[config.mk]
export PLATFORM = sky130hd
export DESIGN_NAME = axi_lite_regfile_slave
export DESIGN_NICKNAME = d
export VERILOG_FILES = /design/src/rtl/axi_lite_regfile_slave.sv
export SDC_FILE = /design/constraint.sdc
export NUM_CORES = 1
export LEC_CHECK = 0
export ABC_AREA = 1
export CAP_MARGIN = 15
export CORE_MARGIN = 2
export CORE_UTILIZATION = 38
export CTS_CLUSTER_DIAMETER = 60
export DETAILED_ROUTE_END_ITERATION = 8
export MAX_ROUTING_LAYER = met4
export PLACE_DENSITY_LB_ADDON = 0.12
export SYNTH_ARGS = -nofsm -noshare
export SYNTH_HDL_FRONTEND = slang
export SYNTH_SLANG_ARGS = --single-unit
[constraint.sdc]
create_clock -name aclk -period 6.9 [get_ports aclk]
set_input_delay 1.38 -clock aclk [delete_from_list [all_inputs] [get_ports aclk]]
set_output_delay 1.38 -clock aclk [all_outputs]
set_load 0.03 [all_outputs]
[src/rtl/axi_lite_regfile_slave.sv]
// ---------------------------------------------------------------------------
// axi_lite_regfile_slave
//
// AXI4-Lite responder that serves a bank of NUM_REGS word registers located
// at BASE_ADDR. The write address and write data channels are accepted
// independently, in either order or together, and each write produces exactly
// one B response. Reads are served one at a time with a registered R response.
// The register contents are exported flat on reg_q for hardware observers.
//
// Ports:
//   aclk, areset_n          clock, synchronous active-low reset
//   awaddr/awvalid/awready  write address channel
//   wdata/wstrb/wvalid/wready write data channel (byte strobes)
//   bresp/bvalid/bready     write response channel
//   araddr/arvalid/arready  read address channel
//   rdata/rresp/rvalid/rready read data channel
//   reg_q                   register k occupies bits [32k+31:32k]
//
// Accesses outside [BASE_ADDR, BASE_ADDR + 4*NUM_REGS) answer SLVERR,
// write nothing and read as zero. Address bits [1:0] are ignored.
// Every output comes straight from a flop.
// ---------------------------------------------------------------------------
module axi_lite_regfile_slave #(
    parameter int                    ADDR_WIDTH = 32,
    parameter int                    DATA_WIDTH = 32,
    parameter int                    NUM_REGS   = 4,
    parameter logic [ADDR_WIDTH-1:0] BASE_ADDR  = '0
) (
    input  logic                           aclk,
    input  logic                           areset_n,

    input  logic [ADDR_WIDTH-1:0]          awaddr,
    input  logic                           awvalid,
    output logic                           awready,

    input  logic [DATA_WIDTH-1:0]          wdata,
    input  logic [DATA_WIDTH/8-1:0]        wstrb,
    input  logic                           wvalid,
    output logic                           wready,

    output logic [1:0]                     bresp,
    output logic                           bvalid,
    input  logic                           bready,

    input  logic [ADDR_WIDTH-1:0]          araddr,
    input  logic                           arvalid,
    output logic                           arready,

    output logic [DATA_WIDTH-1:0]          rdata,
    output logic [1:0]                     rresp,
    output logic                           rvalid,
    input  logic                           rready,

    output logic [NUM_REGS*DATA_WIDTH-1:0] reg_q
);

    localparam int                    STRB_W = DATA_WIDTH / 8;
    localparam int                    IDX_W  = $clog2(NUM_REGS);
    localparam logic [ADDR_WIDTH-1:0] WINDOW = ADDR_WIDTH'(4 * NUM_REGS);
    localparam logic [1:0]            RESP_OKAY   = 2'b00;
    localparam logic [1:0]            RESP_SLVERR = 2'b10;

    typedef enum logic [1:0] {
        W_IDLE,
        W_WAIT_AW,
        W_WAIT_W,
        W_RESP
    } wState_t;

    typedef enum logic {
        R_IDLE,
        R_RESP
    } rState_t;

    // The extra top bit of the difference is the borrow, which flags
    // addresses below BASE_ADDR without a separate constant comparison.
    function automatic logic isHit(input logic [ADDR_WIDTH-1:0] addr);
        logic [ADDR_WIDTH:0] diff;
        diff = {1'b0, addr} - {1'b0, BASE_ADDR};
        return !diff[ADDR_WIDTH] && (diff[ADDR_WIDTH-1:0] < WINDOW);
    endfunction

    function automatic logic [IDX_W-1:0] regIndex(input logic [ADDR_WIDTH-1:0] addr);
        return IDX_W'((addr - BASE_ADDR) >> 2);
    endfunction

    wState_t                 wState_q;
    rState_t                 rState_q;
    logic                    awReady_q;
    logic                    wReady_q;
    logic                    bValid_q;
    logic [1:0]              bResp_q;
    logic [ADDR_WIDTH-1:0]   awAddr_q;
    logic [DATA_WIDTH-1:0]   wData_q;
    logic [STRB_W-1:0]       wStrb_q;
    logic                    arReady_q;
    logic                    rValid_q;
    logic [1:0]              rResp_q;
    logic [DATA_WIDTH-1:0]   rData_q;
    logic [DATA_WIDTH-1:0]   regFile_q [NUM_REGS];

    logic                    awHs;
    logic                    wHs;
    logic                    arHs;
    logic                    commitEn_d;
    logic [ADDR_WIDTH-1:0]   commitAddr_d;
    logic [DATA_WIDTH-1:0]   commitData_d;
    logic [STRB_W-1:0]       commitStrb_d;
    logic                    commitHit;
    logic [IDX_W-1:0]        commitIdx;

    assign awHs = awvalid && awReady_q;
    assign wHs  = wvalid  && wReady_q;
    assign arHs = arvalid && arReady_q;

    // A write commits on the edge that completes the later of AW and W.
    // Whichever half arrived earlier comes from its holding register.
    always_comb begin
        commitEn_d   = 1'b0;
        commitAddr_d = awaddr;
        commitData_d = wdata;
        commitStrb_d = wstrb;
        case (wState_q)
            W_IDLE:    commitEn_d = awHs && wHs;
            W_WAIT_W: begin
                commitEn_d   = wHs;
                commitAddr_d = awAddr_q;
            end
            W_WAIT_AW: begin
                commitEn_d   = awHs;
                commitData_d = wData_q;
                commitStrb_d = wStrb_q;
            end
            default:   commitEn_d = 1'b0;
        endcase
    end

    assign commitHit = isHit(commitAddr_d);
    assign commitIdx = regIndex(commitAddr_d);

    // Write FSM. Readies are 0 straight out of reset and come up on the first
    // edge in W_IDLE; both stay low while a response is outstanding, which
    // limits the write rate to one per two cycles.
    always_ff @(posedge aclk) begin
        if (!areset_n) begin
            wState_q  <= W_IDLE;
            awReady_q <= 1'b0;
            wReady_q  <= 1'b0;
            bValid_q  <= 1'b0;
            bResp_q   <= RESP_OKAY;
            awAddr_q  <= '0;
            wData_q   <= '0;
            wStrb_q   <= '0;
        end else begin
            case (wState_q)
                W_IDLE: begin
                    awReady_q <= 1'b1;
                    wReady_q  <= 1'b1;
                    if (commitEn_d) begin
                        awReady_q <= 1'b0;
                        wReady_q  <= 1'b0;
                        bValid_q  <= 1'b1;
                        bResp_q   <= commitHit ? RESP_OKAY : RESP_SLVERR;
                        wState_q  <= W_RESP;
                    end else if (awHs) begin
                        awAddr_q  <= awaddr;
                        awReady_q <= 1'b0;
                        wState_q  <= W_WAIT_W;
                    end else if (wHs) begin
                        wData_q  <= wdata;
                        wStrb_q  <= wstrb;
                        wReady_q <= 1'b0;
                        wState_q <= W_WAIT_AW;
                    end
                end
                W_WAIT_W, W_WAIT_AW: begin
                    if (commitEn_d) begin
                        awReady_q <= 1'b0;
                        wReady_q  <= 1'b0;
                        bValid_q  <= 1'b1;
                        bResp_q   <= commitHit ? RESP_OKAY : RESP_SLVERR;
                        wState_q  <= W_RESP;
                    end
                end
                W_RESP: begin
                    if (bready) begin
                        bValid_q  <= 1'b0;
                        awReady_q <= 1'b1;
                        wReady_q  <= 1'b1;
                        wState_q  <= W_IDLE;
                    end
                end
                default: wState_q <= W_IDLE;
            endcase
        end
    end

    // Register bank: byte lanes are written only where the strobe is set,
    // and only for addresses inside the window.
    always_ff @(posedge aclk) begin
        if (!areset_n) begin
            for (int k = 0; k < NUM_REGS; k++) begin
                regFile_q[k] <= '0;
            end
        end else if (commitEn_d && commitHit) begin
            for (int b = 0; b < STRB_W; b++) begin
                if (commitStrb_d[b]) begin
                    regFile_q[commitIdx][8*b +: 8] <= commitData_d[8*b +: 8];
                end
            end
        end
    end

    // Read FSM. The bank is sampled before any same-edge write lands, so a
    // read racing a write to the same register returns the old value.
    always_ff @(posedge aclk) begin
        if (!areset_n) begin
            rState_q  <= R_IDLE;
            arReady_q <= 1'b0;
            rValid_q  <= 1'b0;
            rResp_q   <= RESP_OKAY;
            rData_q   <= '0;
        end else begin
            case (rState_q)
                R_IDLE: begin
                    arReady_q <= 1'b1;
                    if (arHs) begin
                        arReady_q <= 1'b0;
                        rValid_q  <= 1'b1;
                        if (isHit(araddr)) begin
                            rData_q <= regFile_q[regIndex(araddr)];
                            rResp_q <= RESP_OKAY;
                        end else begin
                            rData_q <= '0;
                            rResp_q <= RESP_SLVERR;
                        end
                        rState_q <= R_RESP;
                    end
                end
                R_RESP: begin
                    if (rready) begin
                        rValid_q  <= 1'b0;
                        arReady_q <= 1'b1;
                        rState_q  <= R_IDLE;
                    end
                end
                default: rState_q <= R_IDLE;
            endcase
        end
    end

    assign awready = awReady_q;
    assign wready  = wReady_q;
    assign bvalid  = bValid_q;
    assign bresp   = bResp_q;
    assign arready = arReady_q;
    assign rvalid  = rValid_q;
    assign rresp   = rResp_q;
    assign rdata   = rData_q;

    for (genvar k = 0; k < NUM_REGS; k++) begin : gRegOut
        assign reg_q[DATA_WIDTH*k +: DATA_WIDTH] = regFile_q[k];
    end

endmodule
Fig. 1: metal 2
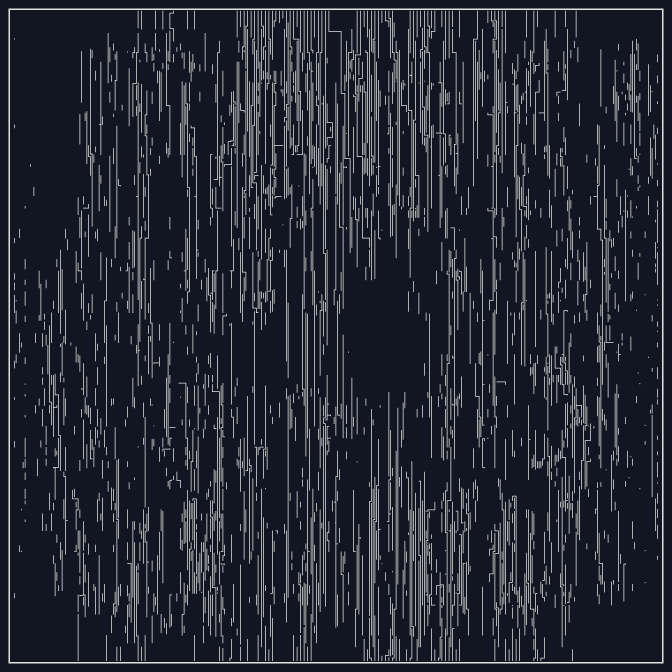
- wire length on this layer: 13500 um
- share of all routed wire: 45%
- longest straight run: 56.4 um

Fig. 2: cell area per tile
The die is cut into 17 by 17 equal tiles; white is low, dark blue is high, 0 to 100% covered.
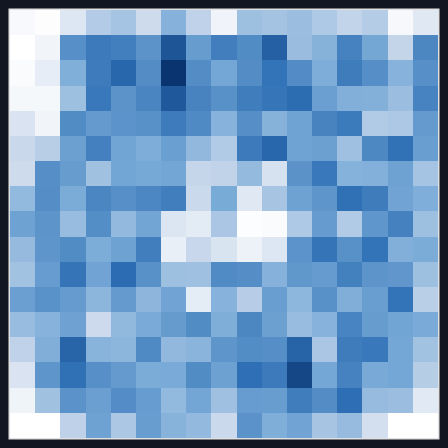
- nearly empty tiles: 2.4%
- mean over tiles: 48%
- tiles over 75% full: 3.8%

==> ci_impl_report.md <==
## PnR job results

| Metric | Value |
|---|---|
| Outcome | finished clean |
| Area occupied by registers | ~0.006 mm2 |
| Hold buffer count at cts | 0 |
| Min Tclk post-route | approximately 4.0 ns |
| Capture endpoint of the worst hold path | awAddr_q[3] |
| Critical path startpoint | awaddr[18] |
| First-pass GRT wire length | between 40000 and 50000 um |
| Post-Place Worst Slack | 2.263 ns |
| Number of global-route vias before repair | between 8000 and 9000 |
| Setup_tns | 0 ns |
| End of the worst register-to-register path | regFile_q[2][24] |
| Clock sink total | around 240 |
| Most frequent cells after synthesis | 292 x sky130_fd_sc_hd__nor2_1, 128 x sky130_fd_sc_hd__edfxtp_1, 108 x sky130_fd_sc_hd__dfxtp_1 |
| Count of port buffers added during placement | 269 |
| Dominant cell type by count on the critical path | sky130_fd_sc_hd__nand2_1 |
| Comb area | ~0.0038 mm2 |
| Post-detailed-route DRC marker count | 0 |
| Syn Std Cell Area | 0.01044 mm2 |
| Relative slew margins | ~30% |
| Max capacitance violation total | 0 |
| Startpoint kind of the worst setup timing path | input port |
| Clock group | between 1 and 1.5 mW |
| Non-filler cells in the finished layout | about 1800 |
| Vertical extent of the die | approximately 170 um |
| Levels on crit path | 12 |
| M1 GR Usage | 28.61% |
| Number of hold violations in the final report | 0 |
| Global route overflow | 0 |
| Deepest level of the CTS H-tree | 1 |
| CTS tree | yes |
==> sequential cells by signal, indices dropped and copies added (netlist names) <==
register and flops:
rresp 1, bresp 1, regFile_q 128, wData_q 32
rdata 32, bvalid 1, arready 1, wState_q 2
rState_q 1, wready 1, awAddr_q 30, awready 1
wStrb_q 4, rvalid 1
==> through the flow <==
stage	instance area (um2)	total power, mW	hold WS [ns]
finish	14280	3.941	0.4515
global route	14280	4.141	0.4629
CTS	14280	3.984	0.4522
detailed placement	13370	2.512	0.4431
global placement	13370	2.492	0.4337
floorplan	10450	2.240	0.4236
==> kinds of logic (layout without fill, tap and decap cells) <==
logic type	count (synthesis)	after routing	synth area share, %
other	1	5	0.03591
AND-OR/OR-AND	219	219	11.80
flip-flops	236	236	57.51
adder cells (fa/ha/maj)	4	4	0.4793
buffers and inverters	174	438	6.602
multiplexers	32	32	3.067
AND/OR/NAND/NOR	498	498	20.50
==> layout make-up <==
class / instances / area share [%]
flip-flops and latches: 236 / 42.05
multi-input cells: 755 / 26.35
repair buffers: 280 / 19.32
well taps: 341 / 2.987
clock inverters: 15 / 1.463
diodes: 3 / 0.05256
clock buffers: 34 / 4.914
inverters: 109 / 2.864
==> placed cells by master (no fill, tap or decap), types with 46 or more instances in the layout <==
cell type / Yosys / final
sky130_fd_sc_hd__nor2_1: 292 / 290
sky130_fd_sc_hd__clkdlybuf4s50_1: 0 / 266
sky130_fd_sc_hd__edfxtp_1: 128 / 128
sky130_fd_sc_hd__dfxtp_1: 108 / 108
sky130_fd_sc_hd__nand2_1: 103 / 103
sky130_fd_sc_hd__o21ai_0: 102 / 102
sky130_fd_sc_hd__inv_1: 100 / 100
sky130_fd_sc_hd__a21oi_1: 75 / 75
sky130_fd_sc_hd__nand3_1: 47 / 46
Power figures rest on the tool's default switching activity, not on a simulated workload.
